$ cat src/rtl/serial_adder_if.sv
// serial_adder_if
//   Operand/result handshake bundle for serial_adder.
//   master: drives in_valid, a, b, ci, sub, out_ready; receives in_ready,
//           out_valid, h, l (and v).
//   slave : the adder side of the same bundle.
//   Port v is present only when SERIAL_ADDER_OVERFLOW_EN is defined.
interface serial_adder_if #(
  parameter int WIDTH = 16
);
  logic             in_valid;
  logic             in_ready;
  logic [WIDTH-1:0] a;
  logic [WIDTH-1:0] b;
  logic             ci;
  logic             sub;
  logic             out_valid;
  logic             out_ready;
  logic             h;
  logic [WIDTH-1:0] l;
`ifdef SERIAL_ADDER_OVERFLOW_EN
  logic             v;

  modport master (output in_valid, a, b, ci, sub, out_ready,
                  input  in_ready, out_valid, h, l, v);
  modport slave  (input  in_valid, a, b, ci, sub, out_ready,
                  output in_ready, out_valid, h, l, v);
`else
  modport master (output in_valid, a, b, ci, sub, out_ready,
                  input  in_ready, out_valid, h, l);
  modport slave  (input  in_valid, a, b, ci, sub, out_ready,
                  output in_ready, out_valid, h, l);
`endif
endinterface

$ cat src/rtl/serial_adder.sv
// serial_adder
//   Multi-cycle adder/subtractor: WIDTH-bit operands processed CHUNK bits per
//   clock with a registered carry between chunks (N = WIDTH/CHUNK cycles).
//   sub=0: {h,l} = a + b + ci.  sub=1: l = a - b - ci, h = borrow out.
// Ports
//   clk  : clock, rising edge
//   rst  : asynchronous active-high reset
//   bus  : serial_adder_if.slave (in_valid/in_ready/a/b/ci/sub,
//          out_valid/out_ready/h/l[/v])
// Options
//   SERIAL_ADDER_OVERFLOW_EN : adds signed-overflow output v.
module serial_adder #(
  parameter int WIDTH = 16,
  parameter int CHUNK = 4
) (
  input  logic           clk,
  input  logic           rst,
  serial_adder_if.slave  bus
);
  localparam int N  = WIDTH / CHUNK;
  localparam int CW = (N > 1) ? $clog2(N) : 1;
  localparam logic [CW-1:0] LAST = CW'(N - 1);

  typedef enum logic [1:0] {IDLE, RUN, DONE} state_e;

  state_e           state_q;
  logic [CW-1:0]    cnt_q;
  logic [WIDTH-1:0] a_q, b_q, l_q;
  logic             carry_q, sub_q, h_q;
  logic             in_ready_q, out_valid_q;
`ifdef SERIAL_ADDER_OVERFLOW_EN
  logic             v_q;
`endif

  // One CHUNK-wide slice of the ripple adder; top bit is the chunk carry-out.
  logic [CHUNK:0]   sum_d;
  logic [WIDTH-1:0] res_d;

  always_comb begin
    sum_d = {1'b0, a_q[CHUNK-1:0]} + {1'b0, b_q[CHUNK-1:0]} + {{CHUNK{1'b0}}, carry_q};
  end

  // Partial result: previously computed chunks sit top-aligned, so the newest
  // chunk enters at the top and the full word lines up after the last chunk.
  generate
    if (N == 1) begin : g_one
      assign res_d = sum_d[CHUNK-1:0];
    end else begin : g_multi
      logic [WIDTH-CHUNK-1:0] res_q;
      assign res_d = {sum_d[CHUNK-1:0], res_q};
      always_ff @(posedge clk or posedge rst) begin
        if (rst)                 res_q <= '0;
        else if (state_q == RUN) res_q <= res_d[WIDTH-1:CHUNK];
      end
    end
  endgenerate

  always_ff @(posedge clk or posedge rst) begin
    if (rst) begin
      state_q     <= IDLE;
      cnt_q       <= '0;
      a_q         <= '0;
      b_q         <= '0;
      carry_q     <= 1'b0;
      sub_q       <= 1'b0;
      l_q         <= '0;
      h_q         <= 1'b0;
      in_ready_q  <= 1'b1;
      out_valid_q <= 1'b0;
`ifdef SERIAL_ADDER_OVERFLOW_EN
      v_q         <= 1'b0;
`endif
    end else begin
      case (state_q)
        IDLE: begin
          if (bus.in_valid && in_ready_q) begin
            // Subtract as a + ~b + 1; a borrow-in cancels the +1.
            a_q        <= bus.a;
            b_q        <= bus.sub ? ~bus.b : bus.b;
            carry_q    <= bus.ci ^ bus.sub;
            sub_q      <= bus.sub;
            cnt_q      <= '0;
            in_ready_q <= 1'b0;
            state_q    <= RUN;
          end
        end
        RUN: begin
          a_q     <= a_q >> CHUNK;
          b_q     <= b_q >> CHUNK;
          carry_q <= sum_d[CHUNK];
          cnt_q   <= cnt_q + CW'(1);
          if (cnt_q == LAST) begin
            l_q         <= res_d;
            // Internal carry is an inverted borrow when subtracting.
            h_q         <= sum_d[CHUNK] ^ sub_q;
`ifdef SERIAL_ADDER_OVERFLOW_EN
            // Carry into the MSB is the MSB sum bit with the operand bits removed.
            v_q         <= a_q[CHUNK-1] ^ b_q[CHUNK-1] ^ sum_d[CHUNK-1] ^ sum_d[CHUNK];
`endif
            out_valid_q <= 1'b1;
            state_q     <= DONE;
          end
        end
        DONE: begin
          if (bus.out_ready) begin
            out_valid_q <= 1'b0;
            in_ready_q  <= 1'b1;
            state_q     <= IDLE;
          end
        end
        default: begin
          out_valid_q <= 1'b0;
          in_ready_q  <= 1'b1;
          state_q     <= IDLE;
        end
      endcase
    end
  end

  assign bus.in_ready  = in_ready_q;
  assign bus.out_valid = out_valid_q;
  assign bus.l         = l_q;
  assign bus.h         = h_q;
`ifdef SERIAL_ADDER_OVERFLOW_EN
  assign bus.v         = v_q;
`endif
endmodule

$ cat src/flat_wrapper.sv
// flat-port wrapper written by rule: the top's interface ports become plain ports
module serial_adder_flat 
#(
  parameter int WIDTH = 16,
  parameter int CHUNK = 4
)
  (clk, rst, bus_in_valid, bus_a, bus_b, bus_ci, bus_sub, bus_out_ready, bus_in_ready, bus_out_valid, bus_h, bus_l);
  serial_adder_if #(.WIDTH(WIDTH)) bus_i ();
  input  logic clk;
  input  logic rst;
  input wire logic [$bits(bus_i.in_valid)-1:0] bus_in_valid;
  input wire logic [$bits(bus_i.a)-1:0] bus_a;
  input wire logic [$bits(bus_i.b)-1:0] bus_b;
  input wire logic [$bits(bus_i.ci)-1:0] bus_ci;
  input wire logic [$bits(bus_i.sub)-1:0] bus_sub;
  input wire logic [$bits(bus_i.out_ready)-1:0] bus_out_ready;
  output wire logic [$bits(bus_i.in_ready)-1:0] bus_in_ready;
  output wire logic [$bits(bus_i.out_valid)-1:0] bus_out_valid;
  output wire logic [$bits(bus_i.h)-1:0] bus_h;
  output wire logic [$bits(bus_i.l)-1:0] bus_l;
  assign bus_i.in_valid = bus_in_valid;
  assign bus_i.a = bus_a;
  assign bus_i.b = bus_b;
  assign bus_i.ci = bus_ci;
  assign bus_i.sub = bus_sub;
  assign bus_i.out_ready = bus_out_ready;
  assign bus_in_ready = bus_i.in_ready;
  assign bus_out_valid = bus_i.out_valid;
  assign bus_h = bus_i.h;
  assign bus_l = bus_i.l;
  serial_adder #(.WIDTH(WIDTH), .CHUNK(CHUNK)) u_core (.clk(clk), .rst(rst), .bus(bus_i));
endmodule
$ cat config.mk
export PLATFORM = sky130hd
export DESIGN_NAME = serial_adder_flat
export DESIGN_NICKNAME = d
export VERILOG_FILES = /design/src/rtl/serial_adder_if.sv /design/src/rtl/serial_adder.sv /design/src/flat_wrapper.sv
export SDC_FILE = /design/constraint.sdc
export NUM_CORES = 1
export LEC_CHECK = 0
export CORE_MARGIN = 5
export CORE_UTILIZATION = 45
export DETAILED_ROUTE_END_ITERATION = 10
export GPL_ROUTABILITY_DRIVEN = 0
export PLACE_DENSITY_LB_ADDON = 0.15
export SLEW_MARGIN = 20
export SYNTH_ARGS = -nofsm -noshare
export SYNTH_HDL_FRONTEND = slang
export SYNTH_SLANG_ARGS = --single-unit
$ cat constraint.sdc
create_clock -name clk -period 4.7 [get_ports clk]
set_clock_uncertainty 0.05 [all_clocks]
set_input_delay 0.705 -clock clk [delete_from_list [all_inputs] [get_ports clk]]
set_output_delay 0.705 -clock clk [all_outputs]
set_load 0.1 [all_outputs]
Fig. 1: register map, names as in the netlist
Drawn at 4 px/µm.
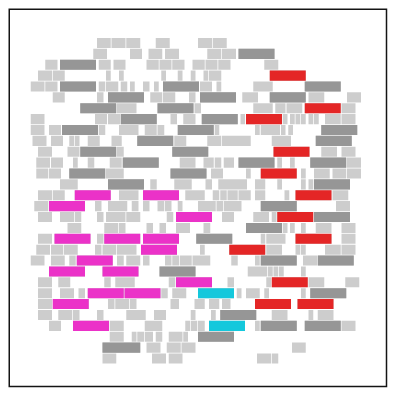
legend:
  u_core.g_multi.res_q:
    colour: red
    flops: 12
  u_core.state_q:
    colour: cyan
    flops: 2
  u_core.a_q:
    colour: magenta
    flops: 16
not coloured: 39

Fig. 2: layout detail
Window x 34 to 59, y 34 to 59 µm. Cells in grey, sequential cells in the stronger grey; small squares are vias.
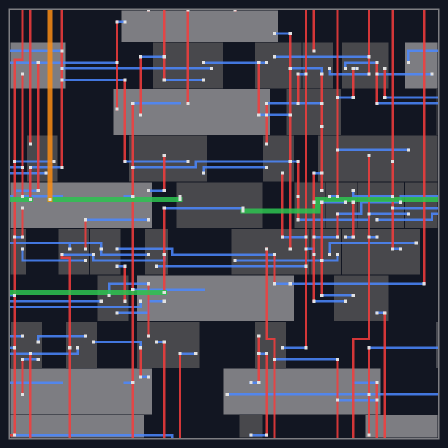
legend:
  metal 3:
    colour: green
  metal 4:
    colour: orange
  metal 1:
    colour: blue
  metal 2:
    colour: red
cells with their middle in the window: 35
most frequent: dfrtp_1 (7), a21oi_1 (4), o21ai_0 (4)
netlist names of flops here include: u_core.a_q (4)
sequential cells in the window: 7

==> impl_metrics.csv <==
group,metric,value,unit
setup_path,crit_required,3940,ps
place,placed_area,0.003746,mm²
final_layout,design_area,0.003944,mm²
run_status,outcome,"completed",
synthesis,syn_inst,285,
drt,met2_length,2660,µm
floorplan,num_rows,30,
grt,grt_overflow,0,
hold_path,holdPathStages,2,
power_and_ir_drop,internal_power,1.544,mW
final_layout,fillerInstances,623,
timing,fin_setup_tns,0,ps
synthesis,async_flop_share,1.000,
timing,hold_ws,422.2,ps
final_layout,fin_cells,432,
final_layout,finalNetCount,376,
setup_path,critical_path_buf_inv_count,1,
hold_path,holdPathEnd,"u_core.g_multi.res_q[3]$_DFFE_PP0P_",
power_and_ir_drop,switchingPower,1.224,mW
power_and_ir_drop,pwr-share-comb,0.472,
synthesis,synth.avg_cell_area,11.12,µm²
final_layout,flop_area,0.001728,mm²
synthesis,yosysSeqAreaShare,0.5452,
grt,grt_use_met1,0.1925,
setup_path,startpoint_type,"flip-flop",
grt,antenna_found_initial,0,
power_and_ir_drop,p_clk,464,µW
synthesis,top_cells_by_area,"dfrtp_1, mux2_2, nand2_1, xor2_1, mux2i_1",
cts,post_cts_resized,0,
cts,numCtsBuffers,9,
drt,vias,2200,
timing,setup_ws,1914,ps
setup_path,cp.depth,1,
place,portBuffers,56,
power_and_ir_drop,p_per_area,702.0,mW/mm²
synthesis,fp_nets,329,
synthesis,edf_count,0,
setup_path,crit_end,"bus_in_ready",
grt,grt_busiest_layer,"met2",
synthesis,common_cells,"dfrtp_1, nand2_1, o21ai_0",
floorplan,die-width,93.92,µm
synthesis,ys_warn_count,0,
grt,grt_pass1_wl,10140,µm
floorplan,core,0.006832,mm²
drt,drt-initial-drc-count,87,
drt,highest_layer,"met4",
synthesis,synth_cell_types,34,
synthesis,flop_cell,"dfrtp_1",
setup_path,reg2reg_from,"u_core.state_q[1]$_DFFE_PP0P_",
synthesis,ys_chip_area,0.003169,mm²
grt,grt_pass1_vias,2154,
setup_path,timing.rr.end,"u_core.bus.l[0]$_DFFE_PP0P_",
hold_path,hold_path_class,"flip-flop to flip-flop",
drt,wl,5755,µm
power_and_ir_drop,p_clk_frac,0.167,
cts,hold_buffers,0,
flow_run,maxCapViolations,0,
final_layout,diodes,0,
power_and_ir_drop,total_power,2.768,mW
cts,cts_sinks,69,
setup_path,crit_path_end_kind,"primary output",
timing,final_hold_viol_count,0,
synthesis,top_cell,"dfrtp_1",
timing,min_period_over_period,0.5927,
grt,gr-usage-met3,0.03526,
power_and_ir_drop,irDropWorstVdd,0.0002581,V
power_and_ir_drop,p_seq,998,µW
setup_path,r2r_setup_slack,2540,ps
drt,dr_wl_met3,257,µm
timing,slew_headroom,0.3433,
floorplan,io_pins,57,
floorplan,die_h,93.92,µm
setup_path,worstSetupStartpoint,"u_core.bus.in_ready$_DFFE_PP1P_",
flow_run,warning_count,26,
synthesis,syn_area,0.003169,mm²
drt,wl_met1,2744,µm
synthesis,ys_ff,69,
power_and_ir_drop,power_frac_seq,0.361,
setup_path,crit_chain,"clkdlybuf4s50_1",
place,dp_cells,417,
setup_path,cp_slowest_cell,"clkdlybuf4s50_1",
setup_path,cp_top_family,"buffers and inverters",
power_and_ir_drop,power_leakage,1.753,nW
floorplan,die_area,0.008821,mm²
timing,final-max-slew-violation-count,0,
grt,grt_max_degree,50,
final_layout,comb_area,0.001319,mm²
-- area by class of cell --
type,instances,share of cell area
sequential,69,0.4381
timing repair buffer,58,0.1459
tap,96,0.03046
clock buffer,15,0.04981
multi-input combinational,193,0.3344
inverter,1,0.001269
-- kinds of logic after synthesis --
| logic type | after synthesis | share of synthesized area |
|---|---|---|
| adder cells (fa/ha/maj) | 6 | 0.02843 |
| buffers and inverters | 23 | 0.04106 |
| AND/OR/NAND/NOR | 67 | 0.09120 |
| flip-flops | 69 | 0.5452 |
| multiplexers | 27 | 0.09120 |
| AND-OR/OR-AND | 75 | 0.1532 |
| XOR/XNOR | 18 | 0.04974 |
Power and IR drop assume default switching activity.
